Figure 1. PDN straps and rails.
(6 px per µm) Pins as bars on the die edge.
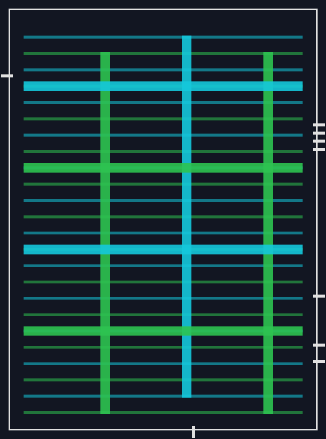
Figure 2. Placement by cell class.
(4 px per µm) Fill, decap, tap and diode cells in grey.
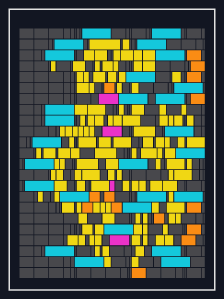
Figure 3. Clock wires, drivers and flops.
(8 px per µm)
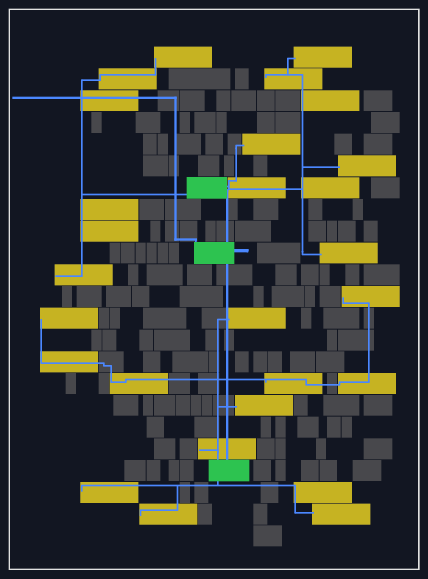
==> config.mk <==
export PLATFORM = sky130hd
export DESIGN_NAME = reset_sequencer
export DESIGN_NICKNAME = d
export VERILOG_FILES = /design/src/rtl/reset_sequencer.sv
export SDC_FILE = /design/constraint.sdc
export NUM_CORES = 1
export LEC_CHECK = 0
export ABC_CLOCK_PERIOD_IN_PS = 2240
export CAP_MARGIN = 20
export CELL_PAD_IN_SITES_DETAIL_PLACEMENT = 0
export CELL_PAD_IN_SITES_GLOBAL_PLACEMENT = 1
export CORE_ASPECT_RATIO = 1.4
export CORE_MARGIN = 2
export CORE_UTILIZATION = 44
export DETAILED_ROUTE_END_ITERATION = 6
export PLACE_DENSITY = 0.87
export REMOVE_ABC_BUFFERS = 1
export SLEW_MARGIN = 40
export SYNTH_ARGS = -nofsm -noshare
export SYNTH_HDL_FRONTEND = slang
export SYNTH_SLANG_ARGS = --single-unit
==> constraint.sdc <==
create_clock -name CLK -period 2.24 [get_ports CLK]
set_input_delay 0.448 -clock CLK [delete_from_list [all_inputs] [get_ports CLK]]
set_output_delay 0.448 -clock CLK [all_outputs]
set_load 0.005 [all_outputs]
==> notes.md <==
Physical design

The post-route non-filler standard cell count stands at 205. The number of DRC markers in iteration 0 stands at 19. The detailed-route DRC error count stands at 0.

The overall power consumption stands at 0.000807 W. After clock tree synthesis, the repair step resized 0 gates. In the synthesized netlist, mux cells make up 0% of the area. The portion of the clock cycle consumed by the worst path in the final layout stands at 88.8%. The path class of the tightest hold or removal check is reg2reg. After synthesis, the largest family of logic cells by area is simple AND/OR/NAND/NOR gates. The worst hold path stage count stands at 2. The detailed router placed 1143 vias in this run. The fraction of layout instances using a drive strength above 1 stands at 11.3%. Summing every instance area after synthesis gives 1360 µm². The biggest area contributor in the post-synthesis netlist is dfxtp_1. The yosys synthesis chip area stands at 1360 µm².

Per the GRT congestion report, total overflow comes to 0. Per the gpl log, the routability congestion estimate is 0.791. Looking at the clock tree report, the H-tree level count equals 1.

Entering global routing, the biggest net connects 15 pins. The cell area after layout stands at 1550 µm². The count of buffers added by post-CTS timing repair for setup stands at 0.

The number of antenna violations at the first check in global routing stands at 0. For this design, the CTS-stage hold fixing added 0 buffers. After filler insertion, the fill cell instance count of the layout stands at 270. Synthesis produced 156 cells. The worst hold slack after final layout stands at 0.524 ns. The delay of the slowest cell on the worst path stands at 0.38 ns. The worst setup path is captured at a flop. The instance area at placement stands at 1500 µm².

The OpenROAD warning count stands at 29. Using the TritonRoute via totals, the vias-per-cell ratio works out to 5.58. The root buffer cell chosen for the clock tree is clkbuf_8.

Per the placement report, the placed cell count is 201. Looking at the gate-level netlist, the highest instance count belongs to dfxtp_1. Looking at the max-slew report, the worst-margin pin has a slew of 0.436 ns. Nets still carrying antenna violations after routing amount to 0. The total iterations of the first detailed-routing run stands at 4. The number of failing setup endpoints in the final timing report stands at 0. A synthesized cell averages 8.73 µm². The number of top-level pins stands at 9. The area added between synthesis and finish stands at 14.2%. Max-cap violations in this run came to 0. Per the synthesis report, the adder-cell share of the synthesized area is 5.51%. The number of global-route vias before repair came to 1144.

STA classifies the critical path startpoint as a flop. Per the synth stats, the flop cell with the highest instance count is dfxtp_1. Based on the critical path, the design can be clocked at up to 0.503 GHz. The flow ran to the end, and the final reports show no timing, DRC or antenna violations. The post-layout minimum cycle time stands at 1.99 ns. The first global-routing pass estimated 5040 µm of wire. The fraction of synthesized cell area in xor and xnor cells stands at 5.79%. Total power normalized to cell area comes to 519 nW/µm².

The synthesized netlist devotes 28.7% of its cell area to simple gates. Clock tree synthesis inserted a total of 3 buffers. The count of buffers added on input and output ports is 8. In this run the register-to-register setup slack is 0.25 ns. At the worst endpoint, the arrival time is 2.16 ns.

The aoi/oai-family share of the synthesized area stands at 15.3%. The number of antenna diodes in the final layout is 0. Summed over its instances, the top area cell type makes up 39.7% of the synthesized netlist area. TritonCTS built the clock tree. The post-route setup TNS stands at 0 ns.

The TritonCTS sink count stands at 27. Setup repair after global routing left no endpoint under its margin. Sorting the synthesized cells by how often they occur yields dfxtp_1, nand2_1, nor2_1, a21oi_1, inv_1.

In the post-synthesis netlist, the biggest area contributors are dfxtp_1, nand2_1, ha_1, xnor2_1, a21oi_1. The multi-input gate area in the final layout stands at 759 µm². The number of flip-flops and latches in the synthesized netlist stands at 27. The sequential share of the synthesized area stands at 39.7%. The register with the most flip-flops in the layout has 17 of them.
Notes on Figure 1 above:
colour	net
cyan	VDD
green	VSS
rows	23
signal pins	9
worst vdd ir: 0.297 mV
die height: 69.8 µm
die width: 51.0 µm

Notes on Figure 2 above:
colour	class	cells	share of their area
magenta	clock drivers and dummy loads	4	3.0%
yellow	combinational and other logic	123	53%
orange	remaining buffers and delay cells	14	8.3%
cyan	sequential cells	27	36%
# rows: 23
Core Area: 2910 µm²

Notes on Figure 3 above:
[yellow] flip-flops | count: 27
[green] clock drivers | count: 3
[blue] clock wires | length: 336 µm
routed clock nets	4
flops lie	spread over the die
clock latency on the worst-skew pair: 0.28 ns
final worst clock skew: 0.00978 ns

## cells by family after synthesis
family | after synthesis
xor gates and xnor gates | 9
and+or+nand+nor | 68
buffers and inverters | 16
AOI/OAI and AO/OA | 30
DFF | 27
adders and majority gates | 6
## worst max-delay path, delay by kind of cell (launching register included)
| kind | cells | cell delay [ns] |
|---|---|---|
| AOI/OAI and AO/OA | 2 | 0.47 |
| adders and majority gates | 1 | 0.16 |
| buffers and inverters | 1 | 0.12 |
| DFF | 1 | 0.33 |
| and+or+nand+nor | 3 | 0.80 |
## metal layers
metal / track usage [%] / share of wire, %
met5: 0 / 0
met4: 9.31 / 2.4
met2: 32.6 / 51
met1: 20.6 / 44
met3: 1.94 / 2.3
## area by class of cell
type	count	area share [%]
Inverter	10	2.42
Multi-Input combinational cell	113	48.9
Sequential cell	27	34.8
Timing Repair Buffer	14	8.05
Clock buffer	4	2.90
Tap cell	37	2.98
## power breakdown
group	total (W)	switching, W	internal, W
Sequential	0.000491	0.00000607	0.000485
Clock	0.000281	0.000153	0.000128
Combinational	0.0000347	0.0000198	0.0000149
## layout by cell type, fill, tap and decap left out, drive strengths merged, types with 2 or more instances in the layout
master | netlist | routed
nor3 | 9 | 9
inv | 10 | 10
a311oi | 5 | 5
nand3 | 3 | 3
or2 | 4 | 4
nand2 | 21 | 21
nand4 | 2 | 2
xor2 | 2 | 2
nand2b | 3 | 3
xnor2 | 7 | 7
a21oi | 10 | 10
o21ai | 2 | 2
clkdlybuf4s50 | 0 | 8
ha | 6 | 6
nor4b | 3 | 3
clkbuf | 5 | 4
dfxtp | 27 | 27
o31ai | 2 | 2
nor2 | 12 | 12
nor4 | 8 | 8
buf | 1 | 6
a31oi | 4 | 4
No activity file was given, so power comes from the tool's default toggle rates.
